==> run_1/flops_by_reg.png <==
(3 px per µm) Other sequential cells in the stronger gray, the rest of the logic in the fainter gray.
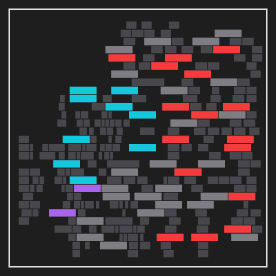
==> run_1/wires.png <==
(4 px per µm)
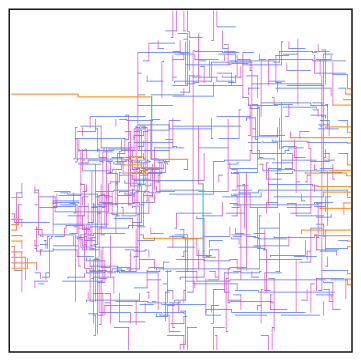
==> run_1/io_placement.png <==
(3 px per µm) Pins as bars across the die edge, other pins in gray.
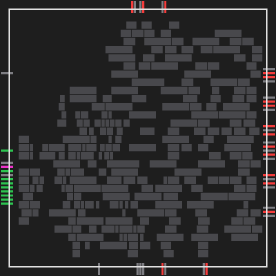
Design lifo_burst_reader, sky130hd; sources not shown.
==> Slide: Implementation Results, run 1 <==
Run Summary

Status
  • Status: complete, no violations

Logic synthesis
  • Mapped Nets: 224
  • Area fraction in compound gates: 0.0629
  • Mean Syn Cell Area: 12.8 µm²
  • Cell count listed in synth_stat.txt: 189
  • Ys Warns: 0
  • Post-synth EDFFs: 0
  • Ys async rst share: 1.00

STA
  • Max Slew Vio Count: 0
  • Max Freq: 321 MHz
  • Pin slew with the least headroom to its limit: 0.834 ns
  • Skew final: 0.00523 ns
  • Fin Hold WS: 0.402 ns
  • Final setup violation count: 0
  • Unrepaired setup endpoints after global routing: no

Pwr
  • Switching Power: 0.979 mW
  • Pwr Total: 3.15 mW
  • Power per cell area: 988 mW/mm²
  • Comb pwr share: 0.480

Finish
  • Filler Cell Count: 599
  • Synth-to-Final Area Change: 31.2%
  • Top cells excl fill/tap: dfrtp_1, mux2_2, clkdlybuf4s50_1

Setup path
  • CP arrival: 3.32 ns
  • Crit path DRT: 3.51 ns
  • Reg2reg path depth: 17
  • Critical path peak fanout: 9

Drt
  • Via count: 1688
  • Met3 WL: 218 µm
  • Met2 WL post-DR: 2140 µm
  • Top Metal Used: met4
  • Number of DRC markers in iteration 0: 38

Clocking
  • Clk buf depth: 2
  • CTS Buf Count: 5
  • Clock transition at the registers of the reported paths: 0.09 ns

GRT
  • Grt total ovfl: 0
  • First-pass GRT wire length: 8050 µm
  • Largest net degree at the start of global routing: 33

Floorplanning
  • Die footprint: 0.00728 mm²

Placed design
  • HPWL reported at the end of detailed placement: 3170 µm

Job
  • Log Warnings: 28
## Picture notes: flops_by_reg.png
name in the netlist	color	placed flops
`rem_q`	cyan	9
`state_q`	purple	2
`buf1_q`	red	16
Seq group: 1.14 mW
Layout Utilization: 0.488

## Picture notes: wires.png
layer	color	wire length
metal 1	blue	2130 µm
metal 4	cyan	34.0 µm
metal 2	magenta	2140 µm
metal 3	orange	219 µm
gr usage total: 0.141
routed len/inst: 13.9 µm

## Picture notes: io_placement.png
port	color	pins	direction	edge
`out_data`	red	16	output	11 east, 3 north, 2 south
`flush`	magenta	1	input	west
`lifo_usedw`	green	9	input	west
all pins by edge	23 east, 13 west, 8 south, 6 north
Die Height: 85.3 µm
chip width: 85.3 µm
IO Port Bufs: 49

[run 1: synth_stat cells (2+ instances only)]
library cell / instances / share of area
dfrtp_1: 51 / 0.53
mux2_2: 50 / 0.23
inv_1: 9 / 0.014
a31oi_1: 7 / 0.018
nand2_1: 7 / 0.011
nor2_1: 6 / 0.0093
clkbuf_1: 5 / 0.0077
ha_1: 5 / 0.026
nor4_1: 4 / 0.010
a21oi_1: 3 / 0.0062
nor3_1: 3 / 0.0062
a41oi_1: 2 / 0.0072
mux2_4: 2 / 0.012
nand2b_1: 2 / 0.0052
nand3_1: 2 / 0.0041
o211ai_1: 2 / 0.0062
o21ai_0: 2 / 0.0041
o22ai_1: 2 / 0.0052
or2_2: 2 / 0.0052
xor2_1: 2 / 0.0072
[run 1: critical path, cell delays in order]
cell and delay [ns]:
clkdlybuf4s50_1 0.42, and2_4 0.15, ha_1 0.26, inv_1 0.04, ha_1 0.17, xor3_2 0.24
nor3_4 0.04, buf_4 0.14, buf_4 0.12, buf_4 0.12, buf_4 0.12, buf_4 0.12
buf_4 0.16, a21o_1 0.21, buf_4 0.18, o211ai_1 0.17
[run 1: logic make-up after synthesis]
kind of cell,Yosys count
DFF,51
buffers and inverters,17
xor gates and xnor gates,3
muxes,53
and+or+nand+nor,37
AOI/OAI and AO/OA,23
adders and majority gates,5
[run 1: power by group through the flow]
stage | Clock [mW] | Combinational [mW] | Sequential [mW]
after floorplan | 0 | 1.01 | 1.04
after global placement | 0 | 1.43 | 1.15
after detailed placement | 0 | 1.46 | 1.15
after CTS | 0.515 | 1.53 | 1.14
after global routing | 0.544 | 1.65 | 1.19
final | 0.495 | 1.51 | 1.14
[run 1: layout make-up]
cell class                 instances  area (µm²)  share of cell area
sequential                        51        1280               0.401
timing repair buffer              60         563               0.177
clock inverter                     2        60.1              0.0189
tap                               77        96.3              0.0302
inverter                           9        33.8              0.0106
clock buffer                       6        72.6              0.0228
multi-input combinational        121        1080               0.340
[run 1: what timing repair did]
item / CTS / global route
buffers inserted: 5 / 0
endpoints found under the setup margin: 1 / 10
pin swaps: 2 / 1
gates resized: 6 / 0
[run 1: layer usage]
metal / vias to the layer above / track usage
li1: 801 / -
met5: - / 0
met1: 830 / 0.183
met3: 5 / 0.0379
met2: 52 / 0.232
met4: 0 / 0.0439
[run 1: metrics by stage]
step | cell area (µm²) | TNS, ns | std cells | util
2_1_floorplan | 2430 | 0 | 189 | -
6_report | 3190 | 0 | 326 | 0.488
3_3_place_gp | 3020 | -0.217 | 313 | 0.462
4_1_cts | 3190 | 0 | 326 | 0.488
3_5_place_dp | 3020 | -0.242 | 313 | 0.462
5_1_grt | 3190 | 0 | 326 | 0.488
==> run 2, diff against run 1 <==
--- a/config.mk
+++ b/config.mk
@@ -5,10 +5,10 @@
 export SDC_FILE = /design/constraint.sdc
 export NUM_CORES = 1
 export LEC_CHECK = 0
-export CORE_UTILIZATION = 35
+export CORE_UTILIZATION = 40
 export DETAILED_ROUTE_END_ITERATION = 12
 export GPL_TIMING_DRIVEN = 1
-export PLACE_DENSITY = 0.65
+export PLACE_DENSITY = 0.72
 export SLEW_MARGIN = 10
 export SYNTH_ARGS = -nofsm -noshare
 export SYNTH_HDL_FRONTEND = slang
==> Slide: Implementation Results, run 2 <==
Run Summary

Finish
  • Top cells excl fill/tap: dfrtp_1, mux2_2, clkdlybuf4s50_1
  • Filler Cell Count: 515 (-14%)
  • Post-route cell area: 0.00314 mm² (-1.5%)
  • Synth-to-Final Area Change: 29.2%

Setup path
  • Crit path top cell by count: ha_1
  • CP max stage cell: clkdlybuf4s50_1
  • Family with the most delay on the worst path: buffers and inverters
  • Bufs and invs on worst path: 3 (-6)
  • CP arrival: 2.47 ns (-0.85 ns)
  • Crit path DRT: 2.64 ns (-0.87 ns)
  • Reg2reg path depth: 11 (-6)
  • WP depth: 9 (-7)
  • Worst-path cell chain: clkdlybuf4s50_1 > and2_1 > ha_1 > inv_1 > ha_1 > xor3_2 > nor3_4 > and2_2 > clkbuf_2
  • CP max stage delay: 0.42 ns (about the same)

Clocking
  • Clk buf depth: 2 (unchanged)
  • Clock transition at the registers of the reported paths: 0.09 ns (about the same)
  • CTS Buf Count: 5 (unchanged)

Placed design
  • IO Port Bufs: 49 (unchanged)
  • GPL Wtd Cong: 0.831
  • Post-DP Area: 0.00301 mm² (-0.33%)
  • HPWL reported at the end of detailed placement: 3180 µm (about the same)

Floorplanning
  • Die footprint: 0.00639 mm² (-12%)
  • Die Height: 79.9 µm (-6.3%)
  • Chip width: 79.9 µm (-6.3%)

STA
  • Pin slew with the least headroom to its limit: 0.757 ns (-0.0768 ns)
  • Final setup violation count: 0 (unchanged)
  • Max Slew Vio Count: 0 (unchanged)
  • Unrepaired setup endpoints after global routing: no
  • Max Freq: 319 MHz (-0.41%)

Logic synthesis
  • Post-synth top cells: dfrtp_1, mux2_2, inv_1, a31oi_1, nand2_1
  • Mapped Nets: 224 (unchanged)
  • Top cells by area: dfrtp_1, mux2_2, ha_1, a31oi_1, inv_1
  • Ys Warns: 0 (unchanged)
  • Cell count listed in synth_stat.txt: 189 (unchanged)
  • Area leader, netlist: dfrtp_1
  • Post-Synthesis Cell Area: 0.00243 mm²
  • Most frequent cell after synthesis: dfrtp_1
  • Post-synth EDFFs: 0 (unchanged)

GRT
  • Grt total ovfl: 0 (unchanged)
  • First-pass GRT wire length: 7710 µm (-4.2%)

Drt
  • Number of DRC markers in iteration 0: 38 (unchanged)
  • Antenna viol nets, final: 0

Pwr
  • Pwr Total: 3.10 mW (-1.5%)
  • Power per cell area: 988 mW/mm² (about the same)

Status
  • Status: complete, no violations
## run 2: cell types whose count changed in the layout (fill, tap and decap cells not counted), sizes merged
cell	before	now
buf	13	6
clkbuf	6	7
## run 2: kinds of logic after synthesis
family                     share of synthesized area
AOI/OAI and AO/OA                             0.0629
xor gates and xnor gates                      0.0175
adders and majority gates                     0.0258
buffers and inverters                         0.0299
DFF                                            0.526
muxes                                          0.248
and+or+nand+nor                               0.0902
## run 2: per-layer routing
layer	vias up	global-route usage	wire length [µm]
li1	785	-	-
met1	824	0.190	2140
met2	41	0.277	2210
met3	4	0.0389	223
met4	0	0.0393	26
met5	-	0	0
## run 2: per-stage QoR
| step | TNS, ns | cells | hold slack [ns] |
|---|---|---|---|
| after floorplan | 0 | 189 | 0.364 |
| after global placement | -0.241 | 310 | 0.477 |
| after detailed placement | -0.248 | 310 | 0.481 |
| after CTS | 0 | 318 | 0.505 |
| after global routing | 0 | 318 | 0.418 |
| final | 0 | 318 | 0.381 |
## run 2: where the power goes
| group | leakage (nW) | switching, mW | internal (mW) |
|---|---|---|---|
| logic | 0.675 | 0.565 | 0.899 |
| clock network | 0.0654 | 0.199 | 0.303 |
| registers | 0.604 | 0.219 | 0.915 |
| total | 1.34 | 0.983 | 2.12 |
## run 2: final cells by class
| class | instances | area, µm² | share of cell area |
|---|---|---|---|
| repair buffers | 54 | 520 | 0.166 |
| clock inverters | 2 | 60.1 | 0.0191 |
| clock buffers | 6 | 72.6 | 0.0231 |
| flip-flops and latches | 51 | 1280 | 0.407 |
| inverters | 9 | 33.8 | 0.0108 |
| multi-input cells | 121 | 1080 | 0.344 |
| well taps | 75 | 93.8 | 0.0299 |
## run 2: what timing repair did
item,in CTS,in global routing
endpoints found under the setup margin,1,1
hold buffers,0,0
resized,1,2
setup buffers,0,0
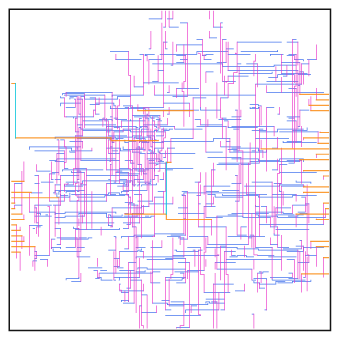
(run_2/wires.png)
(4 px per µm)
layer	color	wire length
metal 4	cyan	26.5 µm
metal 3	orange	223 µm
metal 1	blue	2140 µm
metal 2	magenta	2210 µm
routed len/inst: 14.5 µm
gr usage total: 0.157
via count: 1654

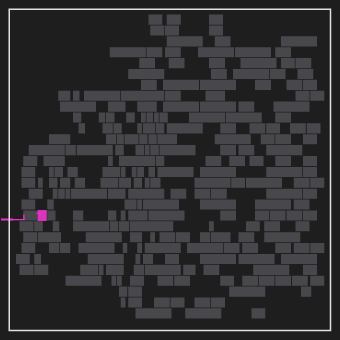
(run_2/io_fan.png)
(4 px per µm)
port	color	bits	direction	edge	end cells	buffers	wire
`flush`	magenta	1	input	west	1	1	5.40 µm
Top Ports: 50

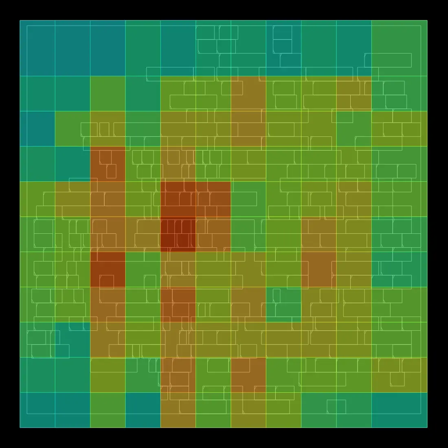
(run_2/congestion.png)
Layout Utilization: 0.533
M3 GR Usage: 0.0389
GRT busiest layer: met2

No activity file was given, so power comes from the tool's default toggle rates.
